$ cat src/rtl/anc_pipeline_sequencer.sv
`timescale 1ns/1ps
// ---------------------------------------------------------------------------
// anc_pipeline_sequencer
//
// Per-sample scheduler for the noise-cancel datapath. Each audio sample
// runs a frame of four stages in order: lowpass -> error calculator ->
// NLMS weight update -> FIR output. When adaptation is disabled, the NLMS
// stage is skipped. Each stage is started with a one-cycle start pulse. The
// sequencer then waits for that stage's done pulse before it moves on.
//
// A sample that arrives while a frame is running is held in a one-deep
// backlog. A further sample in the same frame is dropped and counted as an
// overrun. A per-stage watchdog aborts a frame whose stage never answers.
// The cycle count from the lowpass start to the FIR done is reported for
// every frame that completes.
//
// Ports
//   clk_in, rst_in        clock, asynchronous active-low reset
//   sample_valid_in       one-cycle strobe: new audio sample available
//   adapt_en_in           1 = run the NLMS stage, 0 = skip it
//   clear_in              clears the sticky flags and the overrun counter
//   *_done_in             done pulses from lowpass / error / NLMS / FIR
//   *_start_out           one-cycle start pulses to the same four stages
//   busy_out              a frame is in flight
//   frame_done_out        one-cycle pulse when a frame completes normally
//   overrun_out           sticky: a sample was dropped
//   overrun_count_out     dropped-sample count, saturating
//   timeout_out           sticky: a stage exceeded TIMEOUT_CYCLES
//   fault_stage_out       stage of the last timeout (0 LP,1 ERR,2 LMS,3 FIR)
//   latency_out           lowpass start to FIR done, last completed frame
// All outputs are registered.
// ---------------------------------------------------------------------------
module anc_pipeline_sequencer #(
    parameter int TIMEOUT_CYCLES = 2048,
    parameter int CNT_W          = 8
) (
    input  logic             clk_in,
    input  logic             rst_in,
    input  logic             sample_valid_in,
    input  logic             adapt_en_in,
    input  logic             clear_in,
    input  logic             lowpass_done_in,
    input  logic             error_done_in,
    input  logic             lms_done_in,
    input  logic             fir_done_in,
    output logic             lowpass_start_out,
    output logic             error_start_out,
    output logic             lms_start_out,
    output logic             fir_start_out,
    output logic             busy_out,
    output logic             frame_done_out,
    output logic             overrun_out,
    output logic [CNT_W-1:0] overrun_count_out,
    output logic             timeout_out,
    output logic [1:0]       fault_stage_out,
    output logic [15:0]      latency_out
);

    // The watchdog is 0 in a stage's start-pulse cycle. The frame is aborted
    // in the cycle where it reads TIMEOUT_CYCLES-1, which gives each stage
    // exactly TIMEOUT_CYCLES cycles, start cycle included. The extra bit
    // covers the single increment that happens on the abort cycle itself.
    localparam int              WD_W     = $clog2(TIMEOUT_CYCLES + 1);
    localparam logic [WD_W-1:0] WD_LIMIT = WD_W'(TIMEOUT_CYCLES - 1);

    typedef enum logic [2:0] {
        S_IDLE,
        S_LP,
        S_ERR,
        S_LMS,
        S_FIR
    } state_t;

    state_t          state, state_next;
    logic            pending, pending_next;
    logic [WD_W-1:0] wdog;
    logic [15:0]     lat_cnt;

    logic [3:0] start_next;     // {fir, lms, err, lp}
    logic       frame_done_next;
    logic       lat_load;
    logic       stage_done;
    logic [1:0] stage_code;
    logic       timeout_hit;
    logic [1:0] fault_next;
    logic       sample_busy;
    logic       overrun_evt;

    // -----------------------------------------------------------------------
    // Next-state and pulse decode
    // -----------------------------------------------------------------------
    always_comb begin
        // NOTE: every signal assigned in this block gets a default first, so
        // a path that skips an assignment cannot infer a latch.
        state_next      = state;
        pending_next    = pending;
        start_next      = 4'b0000;
        frame_done_next = 1'b0;
        lat_load        = 1'b0;
        stage_done      = 1'b0;
        stage_code      = 2'd0;
        timeout_hit     = 1'b0;
        fault_next      = fault_stage_out;

        case (state)
            S_IDLE: begin
                if (sample_valid_in) begin
                    state_next = S_LP;
                    start_next = 4'b0001;
                end
            end
            S_LP: begin
                stage_code = 2'd0;
                stage_done = lowpass_done_in;
                if (lowpass_done_in) begin
                    state_next = S_ERR;
                    start_next = 4'b0010;
                end
            end
            S_ERR: begin
                stage_code = 2'd1;
                stage_done = error_done_in;
                if (error_done_in) begin
                    if (adapt_en_in) begin
                        state_next = S_LMS;
                        start_next = 4'b0100;
                    end else begin
                        state_next = S_FIR;
                        start_next = 4'b1000;
                    end
                end
            end
            S_LMS: begin
                stage_code = 2'd2;
                stage_done = lms_done_in;
                if (lms_done_in) begin
                    state_next = S_FIR;
                    start_next = 4'b1000;
                end
            end
            S_FIR: begin
                stage_code = 2'd3;
                stage_done = fir_done_in;
                if (fir_done_in) begin
                    frame_done_next = 1'b1;
                    lat_load        = 1'b1;
                    pending_next    = 1'b0;
                    // A backlogged sample, or one arriving right now,
                    // starts the next frame back-to-back.
                    if (pending || sample_valid_in) begin
                        state_next = S_LP;
                        start_next = 4'b0001;
                    end else begin
                        state_next = S_IDLE;
                    end
                end
            end
            default: state_next = S_IDLE;
        endcase

        // Samples that land mid-frame go to the backlog. The FIR-done cycle
        // is excluded because there the sample directly restarts the frame.
        sample_busy = sample_valid_in && (state != S_IDLE)
                      && !((state == S_FIR) && fir_done_in);
        overrun_evt = sample_busy && pending;
        if (sample_busy && !pending) begin
            pending_next = 1'b1;
        end

        // Watchdog abort. A done pulse in the limit cycle takes precedence.
        if ((state != S_IDLE) && !stage_done && (wdog == WD_LIMIT)) begin
            timeout_hit  = 1'b1;
            fault_next   = stage_code;
            state_next   = S_IDLE;
            start_next   = 4'b0000;
            pending_next = 1'b0;
        end
    end

    // -----------------------------------------------------------------------
    // Registers
    // -----------------------------------------------------------------------
    always_ff @(posedge clk_in or negedge rst_in) begin
        if (!rst_in) begin
            state             <= S_IDLE;
            pending           <= 1'b0;
            wdog              <= '0;
            lat_cnt           <= 16'd0;
            lowpass_start_out <= 1'b0;
            error_start_out   <= 1'b0;
            lms_start_out     <= 1'b0;
            fir_start_out     <= 1'b0;
            busy_out          <= 1'b0;
            frame_done_out    <= 1'b0;
            overrun_out       <= 1'b0;
            overrun_count_out <= '0;
            timeout_out       <= 1'b0;
            fault_stage_out   <= 2'd0;
            latency_out       <= 16'd0;
        end else begin
            // NOTE: state is updated with non-blocking assignments, so every
            // right-hand side in this block sees the pre-edge values.
            state   <= state_next;
            pending <= pending_next;
            {fir_start_out, lms_start_out, error_start_out, lowpass_start_out} <= start_next;
            busy_out       <= (state_next != S_IDLE);
            frame_done_out <= frame_done_next;

            if (|start_next) begin
                wdog <= '0;
            end else if (state != S_IDLE) begin
                wdog <= wdog + WD_W'(1);
            end

            if (start_next[0]) begin
                lat_cnt <= 16'd0;
            end else if ((state != S_IDLE) && (lat_cnt != 16'hFFFF)) begin
                lat_cnt <= lat_cnt + 16'd1;
            end

            if (lat_load) begin
                latency_out <= lat_cnt;
            end

            // A new overrun beats a simultaneous clear.
            if (overrun_evt) begin
                overrun_out <= 1'b1;
                if (clear_in) begin
                    overrun_count_out <= CNT_W'(1);
                end else if (overrun_count_out != {CNT_W{1'b1}}) begin
                    overrun_count_out <= overrun_count_out + CNT_W'(1);
                end
            end else if (clear_in) begin
                overrun_out       <= 1'b0;
                overrun_count_out <= '0;
            end

            if (timeout_hit) begin
                timeout_out <= 1'b1;
            end else if (clear_in) begin
                timeout_out <= 1'b0;
            end
            fault_stage_out <= fault_next;
        end
    end

endmodule

$ cat config.mk
export PLATFORM = sky130hd
export DESIGN_NAME = anc_pipeline_sequencer
export DESIGN_NICKNAME = d
export VERILOG_FILES = /design/src/rtl/anc_pipeline_sequencer.sv
export SDC_FILE = /design/constraint.sdc
export NUM_CORES = 1
export LEC_CHECK = 0
export CORE_MARGIN = 3
export CORE_UTILIZATION = 50
export DETAILED_ROUTE_END_ITERATION = 7
export GPL_TIMING_DRIVEN = 1
export PLACE_DENSITY = 0.75
export SLEW_MARGIN = 0
export SYNTH_ARGS = -nofsm -noshare
export SYNTH_HDL_FRONTEND = slang
export SYNTH_SLANG_ARGS = --single-unit
export TNS_END_PERCENT = 30
$ cat constraint.sdc
create_clock -name clk_in -period 1.97 [get_ports clk_in]
set_input_delay 0.2955 -clock clk_in [delete_from_list [all_inputs] [get_ports clk_in]]
set_output_delay 0.2955 -clock clk_in [all_outputs]
set_load 0.02 [all_outputs]
**Run 1: selected gate families**

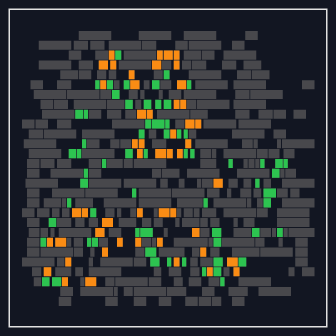
color	family	cells
green	nand cells	64
orange	aoi and oai cells	50

**Run 1: cell classes on the final placement**

Scale bar: 20 um.
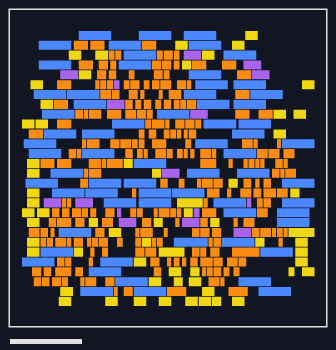
color	class	cells
purple	clock drivers and dummy loads	16
blue	sequential cells	66
yellow	remaining buffers and delay cells	61
orange	combinational and other logic	234

==> results.py, run 1 <==
# Physical implementation metrics
metrics = {
    "run_status": {
        "status": "finished, final reports clean",
    },
    "final_layout": {
        "n_antenna_cell": 0,
        "seqAreaFraction": 0.4045,
        "lay_top_count": "sky130_fd_sc_hd__dfrtp_1",
        "finish.instance_area_um2": 4086,
        "layout.buffer.nonclock.area_share": 0.1464,
        "layout.area.seq_um2": 1653,
        "final.signal_buffer_count": 61,
        "clock_tree_area_fraction": 0.04470,
    },
    "min_path": {
        "worst_hold_startpoint": "timeout_out",
        "min_path_type": "flop to flop",
        "worstHoldPathCells": 1,
    },
    "floorplan": {
        "core_area_um2": 6166,
        "die_h_um": 87.27,
    },
    "power": {
        "power.density_cell_area_nw_per_um2": 1039,
        "pwr.group.clock_mw": 1.03,
    },
    "synth": {
        "synth.mux.area_fraction": 0.08526,
        "distinct_lib_cells": 46,
        "postSynthNetCount": 326,
        "ys_sh_simple": 0.2289,
        "syn-instance-count": 314,
        "ys_cells": 314,
        "synth_chip_area_um2": 3302,
        "ys_ff": 66,
    },
    "detailed_routing": {
        "detail-route-antenna-nets": 0,
        "maxUsedRoutingLayer": "met4",
        "drc_errors": 0,
    },
    "sta": {
        "finalCritPeriodShare": 0.9362,
        "drv_slew": 0,
        "final-setup-viol-count": 0,
        "min_period_ns": 1.844,
    },
    "setup_path": {
        "critPathLaunch": "lat_cnt[1]",
        "critPathMaxFanout": 7,
        "cp-end-kind": "flop",
        "worst_path_dominant_cell_family": "simple AND/OR/NAND/NOR gates",
        "worstRegToRegCells": 5,
        "crit_path_start_kind": "flop",
        "crit_slowest_cell": "sky130_fd_sc_hd__or4_1",
    },
    "global_route": {
        "met1_demand_to_capacity_share_in_global_routing": 0.2772,
        "grt_pass1_wl_mm": 11.92,
        "antenna_violations_before_repair": 0,
    },
    "place": {
        "buffer_ports.inserted": 42,
        "placed_cell_areas_um2": 3890,
    },
    "clocking": {
        "cts_tree": "done",
    },
}
**Run 1: M2 wires**

Cells faint in the background.
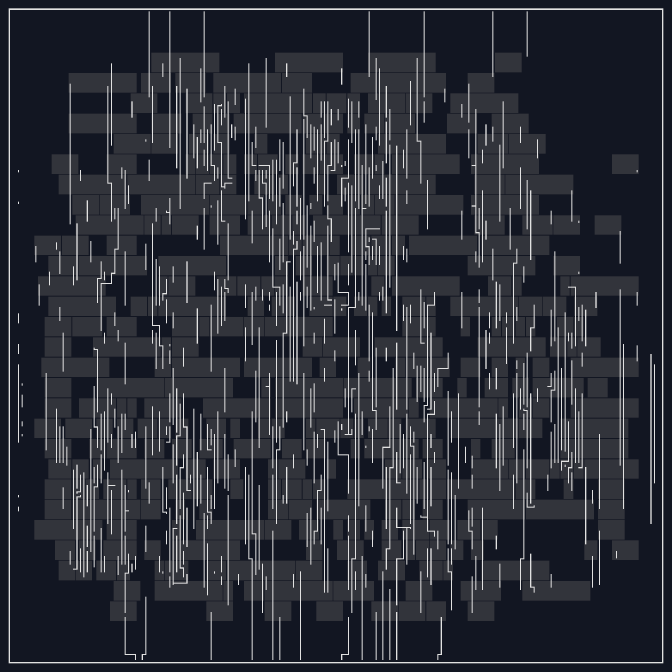
main direction	vertical
longest straight run	24.6 um
wire length on this layer	3,240 um

**Run 1: clock network drawn from the DEF**

Scale bar: 20 um.
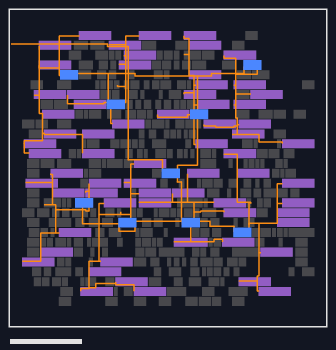

==> inputs of run 2 (changes only) <==
Settings changed: ABC_AREA set to 1, PLACE_DENSITY 0.75 to 0.72.
Clock period 1.97 ns to 1.9 ns, I/O delays scaled along.
**Run 2: clock network drawn from the DEF**

Scale bar: 20 um.
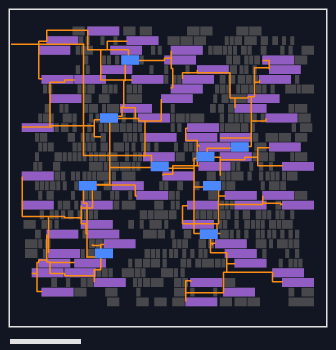
[blue] clock drivers | count: 9
[orange] clock wires | length: 813 um
[purple] flip-flops | count: 66
routed clock nets	10
flops lie	all over the die

==> results.py, run 2 <==
# Physical implementation metrics
metrics = {
    "run_status": {
        "status": "finished, final reports clean",
    },
    "synth": {
        "ys_sh_simple": 0.3700,
        "distinct_lib_cells": 30,
        "ys_ff": 66,
        "ys_cells": 444,
        "synth_chip_area_um2": 3432,
        "syn-instance-count": 444,
        "postSynthNetCount": 456,
        "synth.mux.area_fraction": 0,
    },
    "final_layout": {
        "final.signal_buffer_count": 49,
        "layout.area.seq_um2": 1652,
        "n_antenna_cell": 0,
        "seqAreaFraction": 0.4000,
        "layout.buffer.nonclock.area_share": 0.1170,
    },
    "setup_path": {
        "cp-end-kind": "output port",
        "crit_path_start_kind": "flop",
        "crit_slowest_cell": "sky130_fd_sc_hd__clkdlybuf4s50_1",
        "worstRegToRegCells": 8,
        "worst_path_dominant_cell_family": "buffers and inverters",
    },
    "detailed_routing": {
        "maxUsedRoutingLayer": "met4",
        "detail-route-antenna-nets": 0,
        "drc_errors": 0,
    },
    "place": {
        "placed_cell_areas_um2": 3946,
        "buffer_ports.inserted": 42,
    },
    "global_route": {
        "grt_pass1_wl_mm": 12.66,
        "antenna_violations_before_repair": 0,
    },
    "floorplan": {
        "die_h_um": 88.85,
        "core_area_um2": 6495,
    },
    "power": {
        "pwr.group.clock_mw": 1.02,
        "power.density_cell_area_nw_per_um2": 1130,
    },
    "sta": {
        "final-setup-viol-count": 0,
        "drv_slew": 0,
        "finalCritPeriodShare": 0.9346,
    },
    "clocking": {
        "cts-htree-levels": 3,
        "cts_tree": "done",
    },
    "min_path": {
        "worstHoldPathCells": 2,
    },
}
==> inputs of run 3 (changes only) <==
Settings changed: CTS_CLUSTER_SIZE set to 28.
**Run 3: cell classes on the final placement**

Scale bar: 20 um.
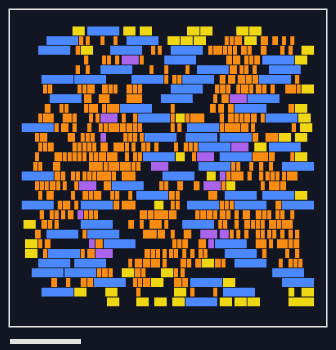
color	class	cells
blue	sequential cells	66
orange	combinational and other logic	368
purple	clock drivers and dummy loads	16
yellow	remaining buffers and delay cells	49

==> results.py, run 3 <==
# Physical implementation metrics
metrics = {
    "sta": {
        "finalCritPeriodShare": 0.9346,
        "min_period_ns": 1.776,
    },
    "final_layout": {
        "lay_top_count": "sky130_fd_sc_hd__nand2_1",
        "final.signal_buffer_count": 49,
        "seqAreaFraction": 0.4000,
        "layout.area.seq_um2": 1652,
        "finish.instance_area_um2": 4129,
        "n_antenna_cell": 0,
    },
    "synth": {
        "postSynthNetCount": 456,
        "ys_cells": 444,
        "ys_ff": 66,
        "distinct_lib_cells": 30,
        "synth_chip_area_um2": 3432,
        "syn-instance-count": 444,
        "ys_sh_simple": 0.3700,
    },
    "global_route": {
        "antenna_violations_before_repair": 0,
        "met1_demand_to_capacity_share_in_global_routing": 0.2668,
    },
    "run_status": {
        "status": "finished, final reports clean",
    },
    "clocking": {
        "cts_tree": "done",
        "cts-htree-levels": 3,
    },
    "setup_path": {
        "critPathMaxFanout": 9,
        "crit_path_start_kind": "flop",
        "worstRegToRegCells": 8,
        "worst_path_dominant_cell_family": "buffers and inverters",
        "cp-end-kind": "output port",
    },
    "power": {
        "pwr.group.clock_mw": 1.02,
        "power.density_cell_area_nw_per_um2": 1130,
    },
    "place": {
        "buffer_ports.inserted": 42,
    },
    "detailed_routing": {
        "maxUsedRoutingLayer": "met4",
        "drc_errors": 0,
        "detail-route-antenna-nets": 0,
    },
    "min_path": {
        "worstHoldPathCells": 2,
        "worst_hold_startpoint": "latency_out[3]",
    },
    "floorplan": {
        "die_h_um": 88.85,
    },
}

==> notes/layouts.md <==
Pictures saved along the way, in no particular order.

Cell outlines without signal wires.
panel A
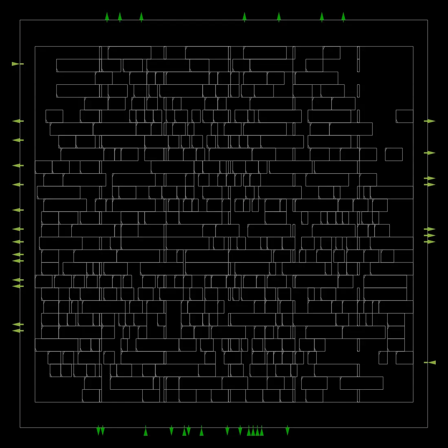
panel B
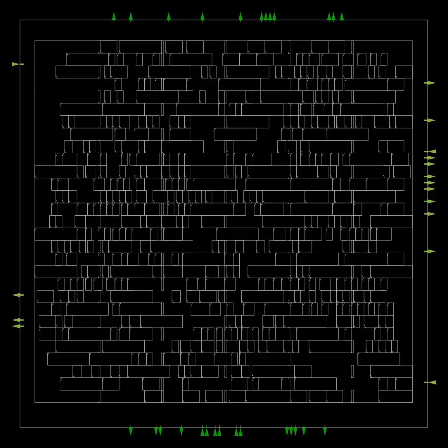
panel A -> run 1
panel B -> run 3
Of these, most cells: panel B

Power is estimated from default activity; no workload was simulated.
